==> run_1/drive_strength.png <==
(3 px per micron)
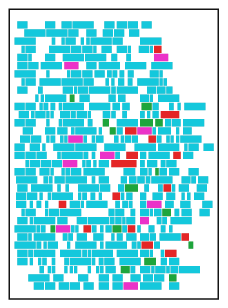
==> run_1/met3.png <==
(4 px per micron) Cells faint in the background.
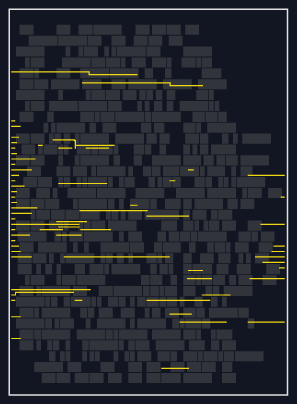
==> run_1/cell_classes.png <==
(4 px per micron)
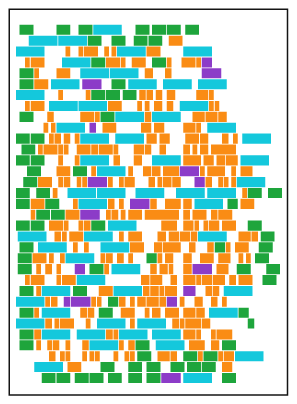
===== src/rtl/spi_seq_pkg.sv =====
// Shared types and constants for the SPI-over-APB sequencer: FSM states, SPI core register map, error codes.
package spi_seq_pkg;

  typedef enum logic [3:0] {
    IDLE,
    CFG0,
    CFG1,
    CFG2,
    WAIT_TX,
    WR_DR,
    POLL,
    RD_DR,
    PUSH,
    ERR
  } state_t;

  typedef struct packed {
    logic [7:0] cr1;
    logic [7:0] cr2;
    logic [7:0] br;
  } cfg_t;

  localparam logic [2:0] CR1_A = 3'd0;
  localparam logic [2:0] CR2_A = 3'd1;
  localparam logic [2:0] BR_A  = 3'd2;
  localparam logic [2:0] SR_A  = 3'd3;
  localparam logic [2:0] DR_A  = 3'd5;

  localparam int SPIF_BIT = 7;

  localparam logic [1:0] ERR_NONE    = 2'b00;
  localparam logic [1:0] ERR_SLVERR  = 2'b01;
  localparam logic [1:0] ERR_TIMEOUT = 2'b10;

endpackage


===== src/rtl/apb_master_xfer.sv =====
// Single APB access engine: SETUP in the cycle req rises, ACCESS next, done when PREADY is seen (2 cycles minimum).
// PREADY low stretches ACCESS; the requester must hold req/wr/addr/wdata until done.
module apb_master_xfer (
  input  logic       PCLK,
  input  logic       PRESET,
  input  logic       req,
  input  logic       wr,
  input  logic [2:0] addr,
  input  logic [7:0] wdata,
  output logic       done,
  output logic [7:0] rdata,
  output logic       slverr,
  output logic [2:0] PADDR,
  output logic       PSEL,
  output logic       PENABLE,
  output logic       PWRITE,
  output logic [7:0] PWDATA,
  input  logic [7:0] PRDATA,
  input  logic       PREADY,
  input  logic       PSLVERR
);

  logic access_q;

  // A completed access drops back to SETUP so back-to-back requests need no idle cycle.
  always_ff @(posedge PCLK) begin
    if (PRESET) begin
      access_q <= 1'b0;
    end else if (!req || (access_q && PREADY)) begin
      access_q <= 1'b0;
    end else begin
      access_q <= 1'b1;
    end
  end

  assign PSEL    = req;
  assign PENABLE = req & access_q;
  assign PWRITE  = wr;
  assign PADDR   = addr;
  assign PWDATA  = wdata;

  assign done   = req & access_q & PREADY;
  assign rdata  = PRDATA;
  assign slverr = done & PSLVERR;

endmodule


===== src/rtl/spi_apb_sequencer.sv =====
// Streams bytes through an APB SPI core: program CR1/CR2/BR, then per byte write DR, poll SR.SPIF, read DR, return it.
// Byte latency 2+2*polls+2 cycles plus PREADY waits; rx_valid holds until rx_ready, tx is only taken between bytes.
module spi_apb_sequencer
  import spi_seq_pkg::*;
#(
  parameter int POLL_LIMIT = 4096,
  parameter int CNT_W      = $clog2(POLL_LIMIT + 1)
) (
  input  logic       PCLK,
  input  logic       PRESET,
  input  logic       cfg_valid,
  output logic       cfg_ready,
  input  logic [7:0] cfg_cr1,
  input  logic [7:0] cfg_cr2,
  input  logic [7:0] cfg_br,
  input  logic       tx_valid,
  output logic       tx_ready,
  input  logic [7:0] tx_data,
  input  logic       tx_last,
  output logic       rx_valid,
  input  logic       rx_ready,
  output logic [7:0] rx_data,
  output logic       rx_last,
  output logic [2:0] PADDR,
  output logic       PSEL,
  output logic       PENABLE,
  output logic       PWRITE,
  output logic [7:0] PWDATA,
  input  logic [7:0] PRDATA,
  input  logic       PREADY,
  input  logic       PSLVERR,
  output logic       busy,
  output logic       err,
  output logic [1:0] err_code
);

  state_t           state, state_nxt;
  cfg_t             cfg_q;
  logic [7:0]       tx_data_q;
  logic             tx_last_q;
  logic             configured;
  logic [CNT_W-1:0] poll_cnt;

  logic       req, wr, done, slverr;
  logic [2:0] addr;
  logic [7:0] wdata, rdata;
  logic       cfg_hs, tx_hs, poll_last, timeout;

  apb_master_xfer u_xfer (
    .PCLK    (PCLK),
    .PRESET  (PRESET),
    .req     (req),
    .wr      (wr),
    .addr    (addr),
    .wdata   (wdata),
    .done    (done),
    .rdata   (rdata),
    .slverr  (slverr),
    .PADDR   (PADDR),
    .PSEL    (PSEL),
    .PENABLE (PENABLE),
    .PWRITE  (PWRITE),
    .PWDATA  (PWDATA),
    .PRDATA  (PRDATA),
    .PREADY  (PREADY),
    .PSLVERR (PSLVERR)
  );

  assign cfg_hs    = cfg_valid & cfg_ready;
  assign tx_hs     = tx_valid & tx_ready;
  assign poll_last = (poll_cnt == CNT_W'(POLL_LIMIT - 1));
  assign timeout   = (state == POLL) && done && !slverr && !rdata[SPIF_BIT] && poll_last;
  assign busy      = (state != IDLE);
  assign rx_last   = tx_last_q;

  always_ff @(posedge PCLK) begin
    if (PRESET) state <= IDLE;
    else        state <= state_nxt;
  end

  always_comb begin
    state_nxt = state;
    req       = 1'b0;
    wr        = 1'b0;
    addr      = CR1_A;
    wdata     = 8'h00;
    cfg_ready = 1'b0;
    tx_ready  = 1'b0;
    rx_valid  = 1'b0;
    case (state)
      IDLE: begin
        cfg_ready = 1'b1;
        tx_ready  = configured && !cfg_valid;
        if (cfg_valid)                state_nxt = CFG0;
        else if (tx_valid && tx_ready) state_nxt = WR_DR;
      end
      CFG0: begin
        req = 1'b1; wr = 1'b1; addr = CR1_A; wdata = cfg_q.cr1;
        if (done) state_nxt = CFG1;
      end
      CFG1: begin
        req = 1'b1; wr = 1'b1; addr = CR2_A; wdata = cfg_q.cr2;
        if (done) state_nxt = CFG2;
      end
      CFG2: begin
        req = 1'b1; wr = 1'b1; addr = BR_A; wdata = cfg_q.br;
        if (done) state_nxt = IDLE;
      end
      // Mid-burst: a pending cfg_valid stalls the stream rather than being accepted.
      WAIT_TX: begin
        tx_ready = configured && !cfg_valid;
        if (tx_valid && tx_ready) state_nxt = WR_DR;
      end
      WR_DR: begin
        req = 1'b1; wr = 1'b1; addr = DR_A; wdata = tx_data_q;
        if (done) state_nxt = POLL;
      end
      POLL: begin
        req = 1'b1; addr = SR_A;
        if (done) begin
          if (rdata[SPIF_BIT]) state_nxt = RD_DR;
          else if (poll_last)  state_nxt = ERR;
        end
      end
      RD_DR: begin
        req = 1'b1; addr = DR_A;
        if (done) state_nxt = PUSH;
      end
      PUSH: begin
        rx_valid = 1'b1;
        if (rx_ready) state_nxt = tx_last_q ? IDLE : WAIT_TX;
      end
      ERR: begin
        cfg_ready = 1'b1;
        if (cfg_valid) state_nxt = CFG0;
      end
      default: state_nxt = IDLE;
    endcase
    if (slverr) state_nxt = ERR;
  end

  always_ff @(posedge PCLK) begin
    if (PRESET) begin
      cfg_q      <= '0;
      tx_data_q  <= 8'h00;
      tx_last_q  <= 1'b0;
      configured <= 1'b0;
      poll_cnt   <= '0;
      rx_data    <= 8'h00;
      err        <= 1'b0;
      err_code   <= ERR_NONE;
    end else begin
      if (cfg_hs) begin
        cfg_q    <= '{cr1: cfg_cr1, cr2: cfg_cr2, br: cfg_br};
        err      <= 1'b0;
        err_code <= ERR_NONE;
      end
      if (tx_hs) begin
        tx_data_q <= tx_data;
        tx_last_q <= tx_last;
      end
      if ((state == CFG2) && done && !slverr) configured <= 1'b1;
      if (state == WR_DR)                poll_cnt <= '0;
      else if ((state == POLL) && done)  poll_cnt <= poll_cnt + CNT_W'(1);
      if ((state == RD_DR) && done && !slverr) rx_data <= rdata;
      if (slverr) begin
        err        <= 1'b1;
        err_code   <= ERR_SLVERR;
        configured <= 1'b0;
      end else if (timeout) begin
        err        <= 1'b1;
        err_code   <= ERR_TIMEOUT;
        configured <= 1'b0;
      end
    end
  end

endmodule

===== config.mk =====
export PLATFORM = sky130hd
export DESIGN_NAME = spi_apb_sequencer
export DESIGN_NICKNAME = d
export VERILOG_FILES = /design/src/rtl/spi_seq_pkg.sv /design/src/rtl/apb_master_xfer.sv /design/src/rtl/spi_apb_sequencer.sv
export SDC_FILE = /design/constraint.sdc
export NUM_CORES = 1
export LEC_CHECK = 0
export CORE_ASPECT_RATIO = 1.4
export CORE_UTILIZATION = 50
export DETAILED_ROUTE_END_ITERATION = 8
export GPL_ROUTABILITY_DRIVEN = 0
export HOLD_SLACK_MARGIN = 0.15
export PLACE_DENSITY = 0.81
export SYNTH_ARGS = -nofsm -noshare
export SYNTH_HDL_FRONTEND = slang
export SYNTH_HIERARCHICAL = 1
export SYNTH_SLANG_ARGS = --single-unit

===== constraint.sdc =====
create_clock -name PCLK -period 4.1 [get_ports PCLK]
set_input_delay 0.82 -clock PCLK [delete_from_list [all_inputs] [get_ports PCLK]]
set_output_delay 0.82 -clock PCLK [all_outputs]
set_load 0.05 [all_outputs]

==> impl_metrics.env, run 1 <==
# yosys + openroad results
export IMPL_cts_buffer_depth=2
export IMPL_top_area_cell="dfxtp_1"
export IMPL_min_path_cells=2
export IMPL_min_period_ns=3.80
export IMPL_postCtsHoldBufs=0
export IMPL_min_to="cfg_q[23]$_SDFFE_PP0P_"
export IMPL_setup_viol=0
export IMPL_clkTransAtPathRegs_ns=0.07
export IMPL_logic_family="simple AND/OR/NAND/NOR gates"
export IMPL_hold_viol_final=0
export IMPL_rsz0062_at_grt="false"
export IMPL_grt_pass1_wl_mm=12.7
export IMPL_dieArea_sq_um=6650
export IMPL_layout_top_cell="clkdlybuf4s50_1"
export IMPL_die_x_microns=69.2
export IMPL_initial_core_util_pct=52.8
export IMPL_fin_hold_ws_ns=0.453
export IMPL_gr_usage_met1_pct=27.6
export IMPL_root_buffer="clkbuf_8"
export IMPL_dp_cells=483
export IMPL_yosysUniqueCellTypes=57
export IMPL_area_leaders="dfxtp_1, mux2i_1, nand2_1"
export IMPL_ys_chip_area_sq_um=3160
export IMPL_grt_max_degree=40
export IMPL_report_final_slew_viol_count=0
export IMPL_hp_start="cfg_q[23]$_SDFFE_PP0P_"
export IMPL_crit_end="PWDATA[4]"
export IMPL_antenna_found_initial=0
export IMPL_cp_depth=4
export IMPL_synth_compound_area_share_pct=13.9
export IMPL_status="complete, no violations"
export IMPL_muxShareOfSynthArea_pct=8.87
export IMPL_start_kind="flip-flop"
export IMPL_r2r_start="state[1]$_SDFFE_PP0P_"
export IMPL_pre_cts_ws_ns=0.693
export IMPL_met3_length_microns=408
export IMPL_seqPwrFrac_pct=47.5
export IMPL_yosysTopAreaCellShare_pct=39.9
export IMPL_fin_nets=473
export IMPL_powerComb_mw=0.252
export IMPL_cts_sinks=63
export IMPL_cap_viol_max_count=0
export IMPL_p_leak_nw=1.44
About drive_strength.png:
Key: red = drive 3 to 4 [cells 15, share 3.5%]; green = drive 2 [cells 15, share 3.5%]; magenta = drive 6 and up [cells 10, share 2.3%]; cyan = drive 1 or less [cells 389, share 91%]

About met3.png:
The layer carries 409 microns of wire. The wires run mostly horizontal. The layer holds 5.4% of the routed length. The longest straight run is 26.2 microns. 55 nets have wire on it.
DR vias: 2,802
final WL: 7.60 mm
M3 GR Usage: 5.24%

About cell_classes.png:
Key: green = other buffers and delay cells [cells 82, share of their area 21%]; cyan = flip-flops [cells 63, share of their area 33%]; orange = all other logic [cells 268, share of their area 42%]; purple = clock drivers and dummy loads [cells 16, share of their area 4.5%]
flop share of the area: 31.8%
design area: 3960 sq um
Core Rows: 33
core area: 5990 sq um

==> run 1: registers in the layout (all words and copies together), names as in the netlist <==
name             cells
tx_data_q            8
configured           1
rx_last              1
u_xfer/access_q      1
err                  1
rx_data              8
poll_cnt            13
cfg_q               24
err_code             2
state                4
==> run 1: area by class of cell <==
| type | instances | area, sq um | area share, % |
|---|---|---|---|
| Clock buffer | 9 | 124 | 3.13 |
| Clock inverter | 7 | 48.8 | 1.23 |
| Inverter | 7 | 26.3 | 0.663 |
| Multi-Input combinational cell | 261 | 1610 | 40.7 |
| Sequential cell | 63 | 1260 | 31.8 |
| Tap cell | 70 | 87.6 | 2.21 |
| Timing Repair Buffer | 82 | 803 | 20.3 |
==> run 1: tightest hold or removal path: stages, from the launching register on <==
cell and delay [ns]:
dfxtp_1 0.31, nand2_1 0.05, a21oi_1 0.05
==> run 2: changes to the inputs <==
--- a/config.mk
+++ b/config.mk
@@ -11,6 +11,7 @@
 export GPL_ROUTABILITY_DRIVEN = 0
 export HOLD_SLACK_MARGIN = 0.15
 export PLACE_DENSITY = 0.81
+export REMOVE_ABC_BUFFERS = 1
 export SYNTH_ARGS = -nofsm -noshare
 export SYNTH_HDL_FRONTEND = slang
 export SYNTH_HIERARCHICAL = 1
==> run_2/drive_strength.png <==
(3 px per micron)
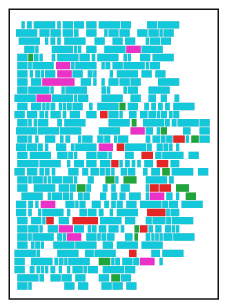
Key: green = drive 2 [cells 15, share 3.5%]; magenta = drive 6 and up [cells 12, share 2.8%]; red = drive 3 to 4 [cells 13, share 3.0%]; cyan = drive 1 or less [cells 389, share 91%]
setup slack after layout: 0.402 ns
Area Overhead vs Synth: 26.5%
number of non-clock buffers: 82
design area: 4000 sq um

==> run_2/met3.png <==
(4 px per micron) Cells faint in the background.
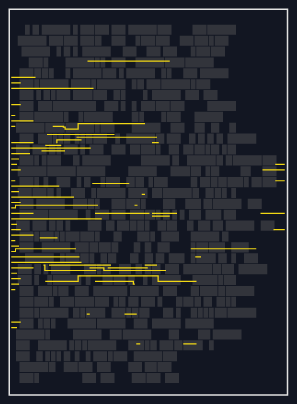
The layer holds 7.0% of the routed length. 57 nets have wire on it.
final WL: 7.39 mm
M3 GR Usage: 6.39%

==> impl_metrics.env, run 2 <==
# yosys + openroad results
export IMPL_status="complete, no violations"
export IMPL_cts_tree="yes"
export IMPL_clk_latency_ns=0.35
export IMPL_p_leak_nw=1.46
export IMPL_logic_family="simple AND/OR/NAND/NOR gates"
export IMPL_mi_logic_area_sq_um=1610
export IMPL_yosysUniqueCellTypes=57
export IMPL_timing_final_crit_share_pct=90.2
export IMPL_synth_most_common_cell="dfxtp_1"
export IMPL_numPortBuffers=77
export IMPL_top_area_cell="dfxtp_1"
export IMPL_dominant_cells="logic gates"
export IMPL_seqCellArea_sq_um=1260
export IMPL_synth_compound_area_share_pct=13.9
export IMPL_dp_cells=483
export IMPL_num_rows=33
export IMPL_cts_sinks=63
export IMPL_clkTransAtPathRegs_ns=0.07
export IMPL_layout_drive_gt1_share_pct=9.32
export IMPL_ctsHtreeMaxLevel=3
export IMPL_p_per_area_nw_per_um2=368
export IMPL_layout_top_cell="clkdlybuf4s50_1"
export IMPL_syn_inst=375
export IMPL_cp_end_kind="output port"
export IMPL_synth_async_reset_ratio_pct=0
export IMPL_yosys_cells=375
export IMPL_fillers=480
export IMPL_drt_iter0_markers=115
export IMPL_buf_share_pct=20.1
export IMPL_grt_max_degree=34
export IMPL_ys_chip_area_sq_um=3160
export IMPL_min_path_cells=2
export IMPL_min_to="cfg_q[16]$_SDFFE_PP0P_"
export IMPL_vias_per_cell=5.62
export IMPL_pre_cts_ws_ns=0.812
export IMPL_drc=0
export IMPL_cp_depth=3
export IMPL_postCtsHoldBufs=0
export IMPL_regMostFlops="cfg_q"
export IMPL_r2r_start="state[1]$_SDFFE_PP0P_"
export IMPL_pin_count=78
export IMPL_xor_area_share_pct=2.22
export IMPL_flop_count=63
export IMPL_root_buffer="clkbuf_8"
export IMPL_num_vias=2802
export IMPL_muxShareOfSynthArea_pct=8.87
export IMPL_clockNetworkAreaShare_pct=5.19
export IMPL_ys_flops=63
export IMPL_yosys_warnings=6
export IMPL_wl_per_cell_microns=14.8
export IMPL_yosysTopAreaCellShare_pct=39.9
export IMPL_largest_register_ffs=24
export IMPL_crit_end="PWDATA[6]"
export IMPL_cts_buffer_depth=2
export IMPL_die_x_microns=69.2
export IMPL_slew_headroom_pct=41.9
export IMPL_core_area_sq_um=5990
export IMPL_tool_warnings=25
export IMPL_area_leaders="dfxtp_1, mux2i_1, nand2_1"
export IMPL_initial_core_util_pct=52.8
export IMPL_fin_nets=473
export IMPL_start_kind="flip-flop"
export IMPL_dieArea_sq_um=6650
export IMPL_die_y_microns=96.1
export IMPL_peakVddDrop_mv=0.264
export IMPL_grt_pass1_wl_mm=12.2
export IMPL_fin_hold_ws_ns=0.456
export IMPL_comb_cell_share_pct=40.3
export IMPL_cap_viol_max_count=0
export IMPL_clock_buffers=11
export IMPL_cp_required_ns=3.28
export IMPL_multiInputCombCellCount=261
export IMPL_common_cells="dfxtp_1, nand2_1, nor2_1"
export IMPL_report_final_slew_viol_count=0
export IMPL_largestRegisters="cfg_q x24, poll_cnt x13"
export IMPL_hp_class="flip-flop to flip-flop"
export IMPL_fmax_mhz=270
export IMPL_critPathBufInv=1
export IMPL_hp_start="cfg_q[16]$_SDFFE_PP0P_"
export IMPL_inv_count=7
export IMPL_r2r_setup_slack_ns=1.26
export IMPL_stdcell_count=499
export IMPL_rsz0062_at_grt="false"
export IMPL_antenna_found_initial=0
export IMPL_min_period_ns=3.70
export IMPL_n_tap_cell=70
export IMPL_cp_cell_sequence="nor4b_4 > a221o_1 > clkdlybuf4s50_1"
export IMPL_setup_viol=0
export IMPL_seq_share_pct=31.5
export IMPL_hold_viol_final=0
==> run 2: netlist changes by cell type in the layout (fill, tap and decap cells not counted), sizes merged <==
cell,previous run,this run
inv,8,7
clkinv,2,3
bufinv,0,1
clkinvlp,4,1
clkbuf,9,11
==> run 2: power by group <==
part | internal (mW) | switching [mW]
Combinational | 0.107 | 0.143
Clock | 0.312 | 0.245
Sequential | 0.637 | 0.0247
==> run 2: layer usage <==
layer / up-vias / routed length, microns / global-route usage [%]
met3: 12 / 516 / 6.39
met4: 0 / 127 / 10.4
met1: 1310 / 2900 / 25.9
met5: - / 0 / 0
li1: 1384 / - / -
met2: 96 / 3850 / 41.3
No activity file was given, so power comes from the tool's default toggle rates.
